## src/rtl/rv_pkg.sv

```systemverilog
// Shared integer-core types: datapath width, register index and the write-back request.
package rv_pkg;

    localparam int XLEN  = 32;
    localparam int NREGS = 32;
    localparam int REG_W = $clog2(NREGS);

    typedef logic [REG_W-1:0] reg_idx_t;

    typedef struct packed {
        reg_idx_t        rd;
        logic [XLEN-1:0] val;
    } wb_req_t;

endpackage

```

## src/rtl/wb_fifo.sv

```systemverilog
// Small synchronous FIFO of write-back requests that buffers LSU results
// while the ALU holds the register-file write port.
import rv_pkg::*;

module wb_fifo #(
    parameter int DEPTH = 2
) (
    input  logic    clock,
    input  logic    reset,
    input  logic    push,
    input  wb_req_t push_data,
    output logic    full,
    input  logic    pop,
    output logic    empty,
    output wb_req_t head
);

    localparam int PTR_W = (DEPTH > 1) ? $clog2(DEPTH) : 1;
    localparam int CNT_W = $clog2(DEPTH + 1);

    wb_req_t            mem_q   [DEPTH];
    wb_req_t            mem_d   [DEPTH];
    logic [PTR_W-1:0]   wr_ptr_q, wr_ptr_d;
    logic [PTR_W-1:0]   rd_ptr_q, rd_ptr_d;
    logic [CNT_W-1:0]   count_q, count_d;
    logic               do_push, do_pop;

    // Explicit wrap keeps DEPTH=1 in range.
    function automatic logic [PTR_W-1:0] ptr_inc(input logic [PTR_W-1:0] p);
        return (p == PTR_W'(DEPTH - 1)) ? '0 : p + PTR_W'(1);
    endfunction

    assign full    = (count_q == CNT_W'(DEPTH));
    assign empty   = (count_q == '0);
    assign head    = mem_q[rd_ptr_q];
    assign do_push = push && !full;
    assign do_pop  = pop && !empty;

    always_comb begin
        mem_d    = mem_q;
        wr_ptr_d = wr_ptr_q;
        rd_ptr_d = rd_ptr_q;
        if (do_push) begin
            mem_d[wr_ptr_q] = push_data;
            wr_ptr_d        = ptr_inc(wr_ptr_q);
        end
        if (do_pop) begin
            rd_ptr_d = ptr_inc(rd_ptr_q);
        end
        count_d = count_q + CNT_W'(do_push) - CNT_W'(do_pop);
    end

    always_ff @(posedge clock or posedge reset) begin
        if (reset) begin
            for (int i = 0; i < DEPTH; i++) mem_q[i] <= '0;
            wr_ptr_q <= '0;
            rd_ptr_q <= '0;
            count_q  <= '0;
        end else begin
            mem_q    <= mem_d;
            wr_ptr_q <= wr_ptr_d;
            rd_ptr_q <= rd_ptr_d;
            count_q  <= count_d;
        end
    end

endmodule

```

## src/rtl/regfile_writeback.sv

```systemverilog
// Register-file write-port arbiter (ALU over buffered LSU) with busy scoreboard.
// Optional LSU-deferral counter enabled by defining WB_PERF_EN.
import rv_pkg::*;

module regfile_writeback #(
    parameter int FIFO_DEPTH = 2
) (
    input  logic            clock,
    input  logic            reset,
    input  logic            issue_valid,
    input  reg_idx_t        issue_rd,
    input  reg_idx_t        rs1,
    input  reg_idx_t        rs2,
    output logic            hazard,
    input  logic            alu_valid,
    input  reg_idx_t        alu_rd,
    input  logic [XLEN-1:0] alu_val,
    input  logic            lsu_valid,
    output logic            lsu_ready,
    input  reg_idx_t        lsu_rd,
    input  logic [XLEN-1:0] lsu_val,
    output reg_idx_t        rd,
    output logic [XLEN-1:0] valR,
    output logic            write_en,
    output logic [31:0]     perf_defer
);

    wb_req_t            lsu_req, fifo_head, sel;
    logic               fifo_full, fifo_empty, fifo_pop, sel_vld;
    reg_idx_t           rd_q, rd_d;
    logic [XLEN-1:0]    valr_q, valr_d;
    logic               we_q, we_d;
    logic [NREGS-1:0]   busy_q, busy_d;

    assign lsu_req.rd  = lsu_rd;
    assign lsu_req.val = lsu_val;

    // ready comes from pre-pop occupancy, so a full FIFO never accepts even while draining.
    assign lsu_ready = !fifo_full;
    assign fifo_pop  = !alu_valid && !fifo_empty;

    wb_fifo #(.DEPTH(FIFO_DEPTH)) u_fifo (
        .clock     (clock),
        .reset     (reset),
        .push      (lsu_valid),
        .push_data (lsu_req),
        .full      (fifo_full),
        .pop       (fifo_pop),
        .empty     (fifo_empty),
        .head      (fifo_head)
    );

    always_comb begin
        sel_vld = alu_valid || !fifo_empty;
        sel     = fifo_head;
        if (alu_valid) begin
            sel.rd  = alu_rd;
            sel.val = alu_val;
        end
        rd_d   = rd_q;
        valr_d = valr_q;
        we_d   = 1'b0;
        if (sel_vld) begin
            rd_d   = sel.rd;
            valr_d = sel.val;
            we_d   = (sel.rd != '0);
        end
    end

    // Clear lands on the edge reg_file stores the value; a same-cycle issue re-sets it.
    always_comb begin
        busy_d = busy_q;
        if (we_q && rd_q != '0) busy_d[rd_q] = 1'b0;
        if (issue_valid && issue_rd != '0) busy_d[issue_rd] = 1'b1;
        busy_d[0] = 1'b0;
    end

    always_ff @(posedge clock or posedge reset) begin
        if (reset) begin
            rd_q   <= '0;
            valr_q <= '0;
            we_q   <= 1'b0;
            busy_q <= '0;
        end else begin
            rd_q   <= rd_d;
            valr_q <= valr_d;
            we_q   <= we_d;
            busy_q <= busy_d;
        end
    end

    assign rd       = rd_q;
    assign valR     = valr_q;
    assign write_en = we_q;
    assign hazard   = busy_q[rs1] | busy_q[rs2] | busy_q[issue_rd];

`ifdef WB_PERF_EN
    logic [31:0] perf_q, perf_d;

    always_comb begin
        perf_d = perf_q;
        if (!fifo_empty && alu_valid && perf_q != '1) perf_d = perf_q + 32'd1;
    end

    always_ff @(posedge clock or posedge reset) begin
        if (reset) perf_q <= '0;
        else       perf_q <= perf_d;
    end

    assign perf_defer = perf_q;
`else
    assign perf_defer = '0;
`endif

endmodule

```

## config.mk

```make
export PLATFORM = sky130hd
export DESIGN_NAME = regfile_writeback
export DESIGN_NICKNAME = d
export VERILOG_FILES = /design/src/rtl/rv_pkg.sv /design/src/rtl/wb_fifo.sv /design/src/rtl/regfile_writeback.sv
export SDC_FILE = /design/constraint.sdc
export NUM_CORES = 1
export LEC_CHECK = 0
export ABC_AREA = 1
export CORE_ASPECT_RATIO = 0.8
export CORE_MARGIN = 3
export CORE_UTILIZATION = 29
export CTS_CLUSTER_DIAMETER = 60
export DETAILED_ROUTE_END_ITERATION = 7
export GPL_TIMING_DRIVEN = 0
export PLACE_DENSITY = 0.53
export SYNTH_ARGS = -nofsm -noshare
export SYNTH_HDL_FRONTEND = slang
export SYNTH_SLANG_ARGS = --single-unit
export TNS_END_PERCENT = 1
```

## constraint.sdc

```tcl
create_clock -name clock -period 8 [get_ports clock]
set_input_delay 1.6 -clock clock [delete_from_list [all_inputs] [get_ports clock]]
set_output_delay 1.6 -clock clock [all_outputs]
set_load 0.05 [all_outputs]
```

==> summary.rpt <==
RUN METRICS
----------------------------------------------------
[Floorplanning]
  Number of tap instances ........................ 351
  X dimension of the die ........................ 186 µm

[Finish]
  Signal buffers ........................ 214
  Number of flip-flops under the largest register name ........................ 74
  Largest contributor to cell area by class ........................ sequential cells
  Fin nets ........................ 1270
  Comb/total area ........................ 30.7%
  Flop Count ........................ 147
  ANT cells ........................ 0
  Util after Layout ........................ 39.4%
  Non-Clock Inverter Count ........................ 101

[Logic synthesis]
  Synth top area share ........................ 48.8%
  Number of library cell types mapped by synthesis ........................ 25
  Number of warning messages in the yosys log ........................ 0
  Dominant cell type by area after synthesis ........................ sky130_fd_sc_hd__dfrtp_1
  Main synth FF type ........................ sky130_fd_sc_hd__dfrtp_1
  Largest combinational cell category by area ........................ simple AND/OR/NAND/NOR gates
  Mapped Avg Cell Area ........................ 7.59 µm²
  Register bit count reported by yosys ........................ 147
  Top cells by area ........................ sky130_fd_sc_hd__dfrtp_1 (49%), sky130_fd_sc_hd__nand2_1 (14%), sky130_fd_sc_hd__o21ai_0 (10%), sky130_fd_sc_hd__inv_1 (5.0%), sky130_fd_sc_hd__a21oi_1 (4.6%)
  Post-synthesis share of cell area spent on full adders, half adders and majority gates ........................ 0.332%
  Number of cells in the yosys synthesis report ........................ 994
  Top cells by instance count after synthesis ........................ sky130_fd_sc_hd__nand2_1 (285), sky130_fd_sc_hd__o21ai_0 (158), sky130_fd_sc_hd__dfrtp_1 (147), sky130_fd_sc_hd__inv_1 (100), sky130_fd_sc_hd__a21oi_1 (70)

[Clock tree]
  Clock sink count ........................ 147
  Clock-pin slew on the worst setup and hold paths ........................ 70 ps
  Hold-fix buffer count after cts ........................ 0
  Post CTS Setup Buffer Count ........................ 0

[Timing]
  Fin. Hold Viols ........................ 0
  Final worst setup slack ........................ 2430 ps
  Final Cycle Share ........................ 69.7%
  Worst hold margin ........................ 483 ps

[Detailed routing]
  Final WL ........................ 24300 µm
  DRT iter0 DRCs ........................ 630
  Metal-1 WL ........................ 11400 µm

[Global routing]
  Vias in the first global route ........................ 6778
  Global-route usage over all layers ........................ 17.5%
  Fraction of met2 tracks used by global routing ........................ 26.8%

[Critical path]
  CP required ........................ 6400 ps
  Longest individual stage delay on the worst path ........................ 700 ps
  Register-to-register setup slack ........................ 6080 ps
  Family with the most delay on the worst path ........................ buffers and inverters
  Worst reg2reg path startpoint ........................ u_fifo.count_q[1]$_DFF_PP0_
  Worst EP arrival ........................ 3970 ps

[Hold path]
  Min-Delay Endpoint ........................ u_fifo.mem_q[24]$_DFFE_PP0P_
  Min-delay src ........................ u_fifo.mem_q[24]$_DFFE_PP0P_
  Worst hold path class ........................ register to register

[Placement]
  Instance area at placement ........................ 9420 µm²
  Detailed placement HPWL ........................ 18000 µm

[Pwr]
  Pwr Density ........................ 377 nW/µm²
  Total Power ........................ 3.78 mW
  Seq pwr share ........................ 35.1%

[Job]
  Number of max-cap violations ........................ 0

[Status]
  Result of the run ........................ complete, no violations

----------------------------------------------------
Fig. 1: signal wires on met1
Bar = 50 µm. Supply wires on this layer in gray.
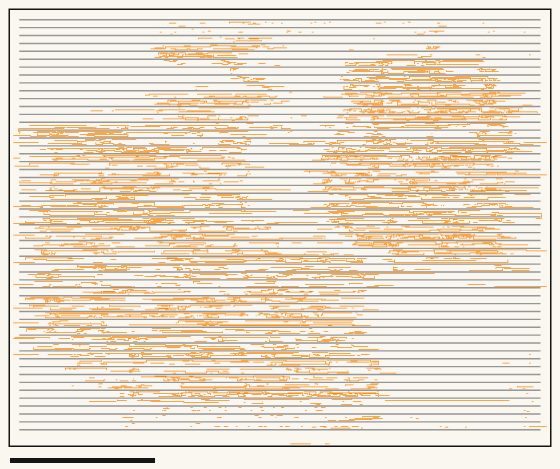
wire length on this layer: 11400 µm
longest straight run: 77.7 µm
share of all routed wire: 47%

Fig. 2: the metal 2 layer
Bar = 50 µm.
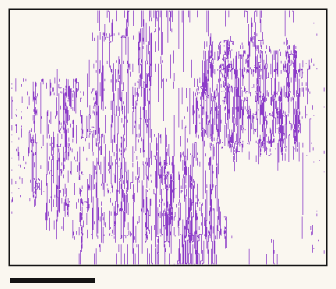
main direction: vertical
longest straight run: 62.2 µm
nets with wire on the layer: 969
share of all routed wire: 45%

Fig. 3: signal wires on met3
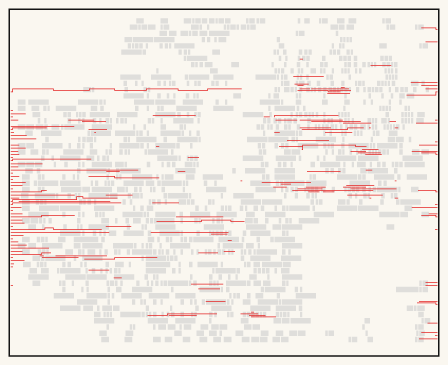
nets with wire on the layer: 135
wire length on this layer: 1790 µm
share of all routed wire: 7.3%

Fig. 4: metal 4
Bar = 50 µm. Supply wires on this layer in gray.
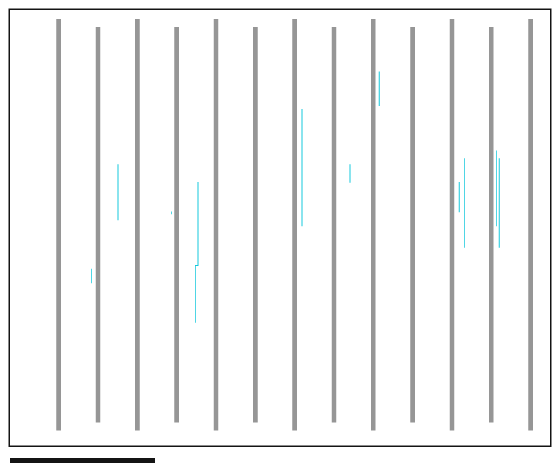
wire length on this layer: 229 µm
share of all routed wire: 0.94%
longest straight run: 40.1 µm
nets with wire on the layer: 8
main direction: vertical

Power and IR drop assume default switching activity.
